<file path="src/rtl/fixed_point_divider.sv">
// fixed_point_divider: sequential signed fixed-point divider (in1 / in2).
// A restoring divider produces one magnitude quotient bit per cycle. The
// result is then re-signed and saturated to a WIO.WFO output format.
// Handshake: start is sampled only in IDLE. busy is high from the accept
// edge through the done cycle. done is a one-cycle pulse, and the result
// outputs are valid from that cycle until the next done.
module fixed_point_divider #(
  parameter int WI1 = 3,
  parameter int WF1 = 4,
  parameter int WI2 = 4,
  parameter int WF2 = 3,
  parameter int WIO = 4,
  parameter int WFO = 4
) (
  input  logic                        clk,
  input  logic                        rst_n,
  input  logic                        start,
  input  logic signed [WI1+WF1-1:0]   in1,
  input  logic signed [WI2+WF2-1:0]   in2,
  output logic                        busy,
  output logic                        done,
  output logic signed [WIO+WFO-1:0]   FixedPoint_Div_Out,
  output logic                        overFlow,
  output logic                        divZero,
  output logic [1:0]                  o_dbg_state
);

  localparam int W1 = WI1 + WF1;
  localparam int W2 = WI2 + WF2;
  localparam int W  = WIO + WFO;
  localparam int S  = WFO + WF2 - WF1;   // pre-shift that aligns the quotient to WFO
  localparam int NW = WI1 + WF1 + S;     // numerator width and iteration count
  localparam int RW = W2 + 1;            // remainder width: shifted remainder < 2*D
  localparam int CW = $clog2(NW + 1);
  localparam int XW = NW + W + 1;        // width wide enough for the saturation compare

  if (S < 0) begin : g_bad_shift
    $error("fixed_point_divider: WFO + WF2 - WF1 must be >= 0");
  end

  localparam logic [1:0] IDLE = 2'd0;
  localparam logic [1:0] DIV  = 2'd1;
  localparam logic [1:0] DONE = 2'd2;

  logic [1:0]    r_state;
  logic          r_busy;
  logic          r_done;
  logic [W-1:0]  r_out;
  logic          r_ovf;
  logic          r_dz;
  logic          r_sgn;
  logic          r_zero;
  logic [NW-1:0] r_n;      // numerator, which fills up with quotient bits
  logic [RW-1:0] r_d;
  logic [RW-1:0] r_r;
  logic [CW-1:0] r_cnt;

  // Operand magnitudes, computed one bit wider so the most-negative input negates correctly.
  logic [W1:0]   w_in1_ext;
  logic [W1:0]   w_abs1;
  logic [W2:0]   w_in2_ext;
  logic [RW-1:0] w_abs2;
  logic [NW-1:0] w_n0;
  logic          w_in2_zero;

  assign w_in1_ext  = {in1[W1-1], in1};
  assign w_abs1     = in1[W1-1] ? -w_in1_ext : w_in1_ext;
  assign w_in2_ext  = {in2[W2-1], in2};
  assign w_abs2     = in2[W2-1] ? -w_in2_ext : w_in2_ext;
  assign w_n0       = NW'(w_abs1) << S;
  assign w_in2_zero = (in2 == '0);

  // One restoring step: shift the next numerator bit into the remainder, then trial-subtract.
  logic [RW-1:0] w_r_sh;
  logic          w_qbit;
  logic [RW-1:0] w_r_next;

  assign w_r_sh   = {r_r[RW-2:0], r_n[NW-1]};
  assign w_qbit   = (w_r_sh >= r_d);
  assign w_r_next = w_qbit ? (w_r_sh - r_d) : w_r_sh;

  // Result formatting: the negative range reaches one count further than the positive range.
  logic [XW-1:0] w_q_x;
  logic [XW-1:0] w_lim;
  logic [W-1:0]  w_q_w;
  logic [W-1:0]  w_max_pos;
  logic [W-1:0]  w_min_neg;

  assign w_q_x     = XW'(r_n);
  assign w_lim     = (XW'(1) << (W - 1)) - {{(XW-1){1'b0}}, ~r_sgn};
  assign w_q_w     = w_q_x[W-1:0];
  assign w_max_pos = {1'b0, {(W-1){1'b1}}};
  assign w_min_neg = {1'b1, {(W-1){1'b0}}};

  // Control FSM and datapath registers.
  // DONE first waits for r_cnt to reach 0. It then registers the result and raises done.
  // It returns to IDLE one cycle later, so done never overlaps IDLE.
  always_ff @(posedge clk) begin
    if (!rst_n) begin
      r_state <= IDLE;
      r_busy  <= 1'b0;
      r_done  <= 1'b0;
      r_out   <= '0;
      r_ovf   <= 1'b0;
      r_dz    <= 1'b0;
      r_sgn   <= 1'b0;
      r_zero  <= 1'b0;
      r_n     <= '0;
      r_d     <= '0;
      r_r     <= '0;
      r_cnt   <= '0;
    end else begin
      case (r_state)
        IDLE: begin
          if (start) begin
            r_busy <= 1'b1;
            r_r    <= '0;
            if (w_in2_zero) begin
              // A zero divisor skips the iterations. One wait cycle in DONE gives a two-cycle latency.
              r_state <= DONE;
              r_zero  <= 1'b1;
              r_sgn   <= in1[W1-1];
              r_n     <= '0;
              r_d     <= '0;
              r_cnt   <= CW'(1);
            end else begin
              r_state <= DIV;
              r_zero  <= 1'b0;
              r_sgn   <= in1[W1-1] ^ in2[W2-1];
              r_n     <= w_n0;
              r_d     <= w_abs2;
              r_cnt   <= CW'(NW - 1);
            end
          end
        end
        DIV: begin
          r_r <= w_r_next;
          r_n <= {r_n[NW-2:0], w_qbit};
          if (r_cnt == '0) begin
            r_state <= DONE;
          end else begin
            r_cnt <= r_cnt - 1'b1;
          end
        end
        DONE: begin
          if (r_done) begin
            r_done  <= 1'b0;
            r_busy  <= 1'b0;
            r_state <= IDLE;
          end else if (r_cnt != '0) begin
            r_cnt <= r_cnt - 1'b1;
          end else begin
            r_done <= 1'b1;
            if (r_zero) begin
              r_out <= r_sgn ? w_min_neg : w_max_pos;
              r_ovf <= 1'b1;
              r_dz  <= 1'b1;
            end else if (w_q_x > w_lim) begin
              r_out <= r_sgn ? w_min_neg : w_max_pos;
              r_ovf <= 1'b1;
              r_dz  <= 1'b0;
            end else begin
              r_out <= r_sgn ? -w_q_w : w_q_w;
              r_ovf <= 1'b0;
              r_dz  <= 1'b0;
            end
          end
        end
        default: r_state <= IDLE;
      endcase
    end
  end

  assign busy               = r_busy;
  assign done               = r_done;
  assign FixedPoint_Div_Out = r_out;
  assign overFlow           = r_ovf;
  assign divZero            = r_dz;
  assign o_dbg_state        = r_state;

endmodule

</file>
<file path="config.mk">
export PLATFORM = sky130hd
export DESIGN_NAME = fixed_point_divider
export DESIGN_NICKNAME = d
export VERILOG_FILES = /design/src/rtl/fixed_point_divider.sv
export SDC_FILE = /design/constraint.sdc
export NUM_CORES = 1
export LEC_CHECK = 0
export CAP_MARGIN = 5
export CORE_MARGIN = 4
export CORE_UTILIZATION = 51
export DETAILED_ROUTE_END_ITERATION = 10
export GPL_TIMING_DRIVEN = 1
export HOLD_SLACK_MARGIN = 0.12
export PLACE_DENSITY = 0.76
export SYNTH_ARGS = -nofsm -noshare
export SYNTH_HDL_FRONTEND = slang
export SYNTH_SLANG_ARGS = --single-unit
</file>
<file path="constraint.sdc">
create_clock -name clk -period 2.4 [get_ports clk]
set_input_delay 0.36 -clock clk [delete_from_list [all_inputs] [get_ports clk]]
set_output_delay 0.36 -clock clk [all_outputs]
set_load 0.1 [all_outputs]
</file>
==> flow_summary.ini <==
; implementation run metrics
[yosys]
synth.largest_area_cell = dfxtp_1
syn_nets = 384
yosysWarnings = 0
ys_cells = 342
ys_sh_simple = 0.219
topCombFamilyByArea = AND-OR/OR-AND gates
numSynthFlops = 45

[clock_network]
clock_latency_ns = 0.30
clk_path_buf_depth = 2
tritoncts = yes
clkTransAtPathRegs_ns = 0.08
numCtsBuffers = 5

[sta]
slew_viol_final = 0
fin_ws_ns = 0.153
fin_crit_sh = 0.936
maxSlewHeadroom = 0.564

[routing]
drtIter0Drc = 102
top_layer = met4
drc = 0

[floorplan]
fp.dieH_um = 82.2

[critical_path]
critPathLaunchType = flop
cp_max_fo = 10
reg2reg_to = FixedPoint_Div_Out[6]
required_ns = 2.64

[global_routing]
grt_use_met2 = 0.317
use_met1 = 0.255
grt_usage = 0.196

[outcome]
status = complete, no violations

[layout]
clkbuf_count = 6
nets = 428

[power_and_ir_drop]
sequentialPowerShare = 0.270
combinationalPowerShare = 0.599

[placed_design]
placed_area_um2 = 3240
worst max-delay path: stages, from the launching register on:
cell and delay (ns):
dfxtp_2 0.38, ha_1 0.35, a21oi_2 0.13, a21oi_1 0.07, o41a_1 0.43, or2_1 0.35, or3_1 0.38, nand3_1 0.09
cells in the final DEF (no fill, tap or decap), drive strengths merged, types with 7 or more instances in the layout:
cell type      synthesis  final
nor3                  14     14
nor2                  43     43
nand3                  7      7
clkdlybuf4s50          0     16
or3                    7      7
dfxtp                 45     45
o21ai                 24     24
buf                    1     31
xor2                   7      7
nand2                 31     31
a21oi                 19     19
a211oi                12     12
mux2i                  9      9
inv                   25     25
ha                    24     24
flip-flops by register name, summed over array words and instances (netlist names), 2 cells and up:
signal	cells
FixedPoint_Div_Out	8
o_dbg_state	2
r_cnt	4
r_d	8
r_n	10
r_r	7
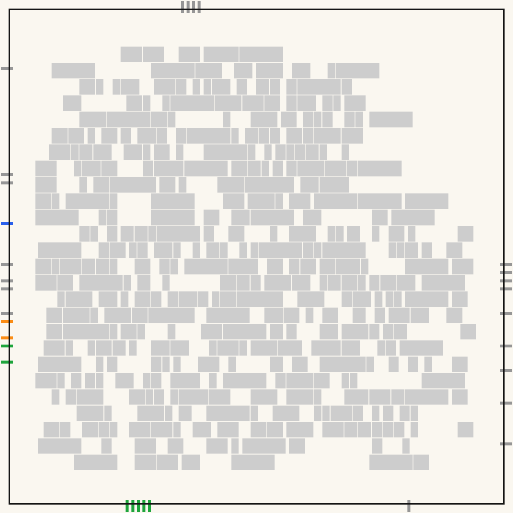
Fig. 1. Ports around the boundary.
Drawn at 6 px/µm. Pins as bars across the die edge, other pins in gray.
Key: in1 = green [pins 7, direction input, edge 5 south, 2 west]; o_dbg_state = orange [pins 2, direction output, edge west]; busy = blue [pins 1, direction output, edge west]
All pins by edge: 12 west, 9 east, 6 south, 4 north.

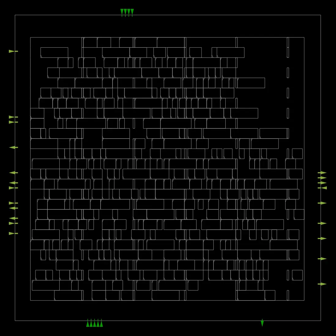
Fig. 2. Placement view.
Layout Utilization: 0.645
FFs & Latches: 45
fillcell total: 453
Seq area share: 0.270
row cnt: 26

